==> config.mk <==
export PLATFORM = sky130hd
export DESIGN_NAME = sync_fifo_param
export DESIGN_NICKNAME = d
export VERILOG_FILES = /design/src/rtl/sync_fifo_param.sv
export SDC_FILE = /design/constraint.sdc
export NUM_CORES = 1
export LEC_CHECK = 0
export CORE_ASPECT_RATIO = 0.9
export CORE_MARGIN = 2
export CORE_UTILIZATION = 59
export CTS_CLUSTER_DIAMETER = 100
export DETAILED_ROUTE_END_ITERATION = 7
export PLACE_DENSITY = 0.79
export SLEW_MARGIN = 20
export SYNTH_ARGS = -nofsm -noshare
export SYNTH_HDL_FRONTEND = slang
export SYNTH_SLANG_ARGS = --single-unit
==> constraint.sdc <==
create_clock -name clk -period 3.9 [get_ports clk]
set_input_delay 0.39 -clock clk [delete_from_list [all_inputs] [get_ports clk]]
set_output_delay 0.39 -clock clk [all_outputs]
set_load 0.02 [all_outputs]
==> src/rtl/sync_fifo_param.sv <==
// Single-clock FIFO with wrap-bit pointers, occupancy flags, sticky errors,
// flush and registered/FWFT read. Optional hwm port via SYNC_FIFO_HWM_EN.
//
// Ports: clk, reset_n (sync, active-low), clr (sync flush),
//   wr_en/wr_data, rd_en/rd_data,
//   full/empty/almost_full/almost_empty, count[N:0],
//   overflow/underflow (sticky), hwm[N:0] (SYNC_FIFO_HWM_EN only).
module sync_fifo_param #(
  parameter int W         = 8,
  parameter int N         = 4,
  parameter int AF_THRESH = (1 << N) - 2,
  parameter int AE_THRESH = 2,
  parameter int FWFT      = 0
) (
  input  logic         clk,
  input  logic         reset_n,
  input  logic         clr,
  input  logic         wr_en,
  input  logic [W-1:0] wr_data,
  input  logic         rd_en,
  output logic [W-1:0] rd_data,
  output logic         full,
  output logic         empty,
  output logic         almost_full,
  output logic         almost_empty,
  output logic [N:0]   count,
`ifdef SYNC_FIFO_HWM_EN
  output logic [N:0]   hwm,
`endif
  output logic         overflow,
  output logic         underflow
);

  localparam int       DEPTH_I = 1 << N;
  localparam logic [N:0] DEPTH = (N+1)'(DEPTH_I);
  localparam logic [N:0] AF    = (N+1)'(AF_THRESH);
  localparam logic [N:0] AE    = (N+1)'(AE_THRESH);

  if (N < 1 || N > 12) begin : g_bad_n
    $error("sync_fifo_param: N out of range 1..12");
  end
  if (AF_THRESH < 1 || AF_THRESH > DEPTH_I) begin : g_bad_af
    $error("sync_fifo_param: AF_THRESH out of range");
  end
  if (AE_THRESH < 0 || AE_THRESH > DEPTH_I - 1) begin : g_bad_ae
    $error("sync_fifo_param: AE_THRESH out of range");
  end
  if (FWFT != 0 && FWFT != 1) begin : g_bad_fwft
    $error("sync_fifo_param: FWFT must be 0 or 1");
  end

  logic [W-1:0] mem [DEPTH_I];
  logic [N:0]   wptr, rptr;
  logic [N:0]   wptr_n, rptr_n;
  logic         wr_ok, rd_ok;
  logic         live;

  // pointers carry a wrap bit, so the difference is the true occupancy
  assign count        = wptr - rptr;
  assign full         = (count == DEPTH);
  assign empty        = (count == '0);
  assign almost_full  = (count >= AF);
  assign almost_empty = (count <= AE);

  assign rd_ok  = rd_en && !empty;
  // a pop frees a slot in the same edge, so a full FIFO still takes a write
  assign wr_ok  = wr_en && (!full || rd_en);
  assign wptr_n = wptr + (N+1)'(wr_ok);
  assign rptr_n = rptr + (N+1)'(rd_ok);
  assign live   = reset_n && !clr;

  always_ff @(posedge clk) begin
    if (!live) begin
      wptr      <= '0;
      rptr      <= '0;
      overflow  <= 1'b0;
      underflow <= 1'b0;
    end else begin
      wptr <= wptr_n;
      rptr <= rptr_n;
      if (wr_en && !wr_ok) overflow  <= 1'b1;
      if (rd_en && !rd_ok) underflow <= 1'b1;
    end
  end

  always_ff @(posedge clk) begin
    if (live && wr_ok) mem[wptr[N-1:0]] <= wr_data;
  end

  if (FWFT == 0) begin : g_reg
    logic [W-1:0] rd_q;
    always_ff @(posedge clk) begin
      if (!live)      rd_q <= '0;
      else if (rd_ok) rd_q <= mem[rptr[N-1:0]];
    end
    assign rd_data = rd_q;
  end else begin : g_fwft
    assign rd_data = empty ? '0 : mem[rptr[N-1:0]];
  end

`ifdef SYNC_FIFO_HWM_EN
  logic [N:0] cnt_n;
  assign cnt_n = wptr_n - rptr_n;
  always_ff @(posedge clk) begin
    if (!live)            hwm <= '0;
    else if (cnt_n > hwm) hwm <= cnt_n;
  end
`endif

endmodule

==> images/metal_density.png <==
Scale bar: 20 um. 22 x 20 tiles, from dark blue (low) to red (high), scaled to the fullest tile. Values are wire area over tile area, all layers added.
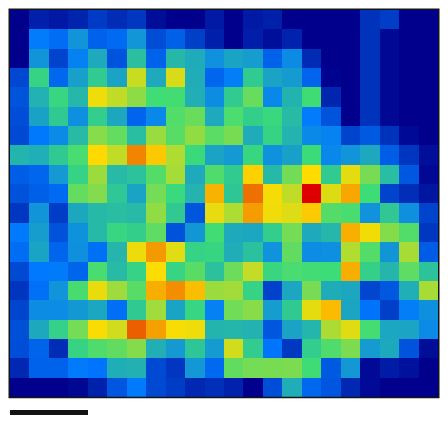
densest ninth of the die	centre
mean over tiles	0.17
nearly empty tiles	11%
Vias: 3128
WL per Instance: 23.4 um
WL final: 11800 um
Total GRT Usage: 0.247

==> images/wires.png <==
Scale bar: 20 um.
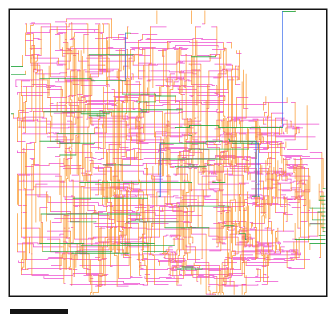
layer	colour	wire length
metal 1	magenta	4650 um
metal 4	blue	112 um
metal 2	orange	6330 um
metal 3	green	681 um

==> out/results.ini <==
[status]
status = finished, final reports clean

[final_timing]
worst_slack_ns = 0.316
setup_viol = 0

[floorplanning]
io-pin-count = 32
placementRows = 34
core_area_mm2 = 0.00970

[flow_run]
log.warning_count = 26

[power]
p_clk_frac = 0.444
power_density_mw_per_mm2 = 511
pg_seq_mw = 1.73
swShare = 0.220
clk-power_mw = 1.56

[finish]
largest_cell_class = flip-flops and latches
num-nonclk-buffers = 35
flops = 148
comb_cells = 154
final_cell_mix = edfxtp_1, mux4_2, nor2_1, clkdlybuf4s50_1, dfxtp_1

[critical_path]
start_kind = flop
crit_slowest_cell = clkdlybuf4s50_1
rrSetupSlack_ns = 0.69

[logic_synthesis]
postSynthSeqShare = 0.721
largest_area_cell = edfxtp_1
fa_ha_area_frac = 0.0204
topCombFamilyByArea = multiplexers

[clocking]
worstSkewPairLatency_ns = 0.52
cts_buffer_depth = 2

[placement]
place_area_mm2 = 0.00632

[grt]
use_met3 = 0.0701

[detailed_routing]
drt-vias-per-instance = 6.22

## cells in the mapped netlist (all sizes together) (2+ instances only)
cell	count
inv	7
nand2	5
nand3	10
a22o	8
a221oi	8
mux4	32
o211ai	8
ha	8
buf	8
xor2	6
nor2	31
o21ai	9
dfxtp	20
clkbuf	5
xnor2	3
a21oi	4
edfxtp	128
nand3b	2
and2	5
## per-layer routing
| layer | wire, um | vias to the layer above |
|---|---|---|
| li1 | - | 1389 |
| met1 | 4650 | 1619 |
| met2 | 6330 | 110 |
| met3 | 681 | 10 |
| met4 | 112 | 0 |
| met5 | 0 | - |
## kinds of logic after synthesis
group	count (synthesis)
compound gates	43
xor+xnor	9
fa+ha+maj	9
buf+inv	21
flops	148
mux	32
simple gates	61
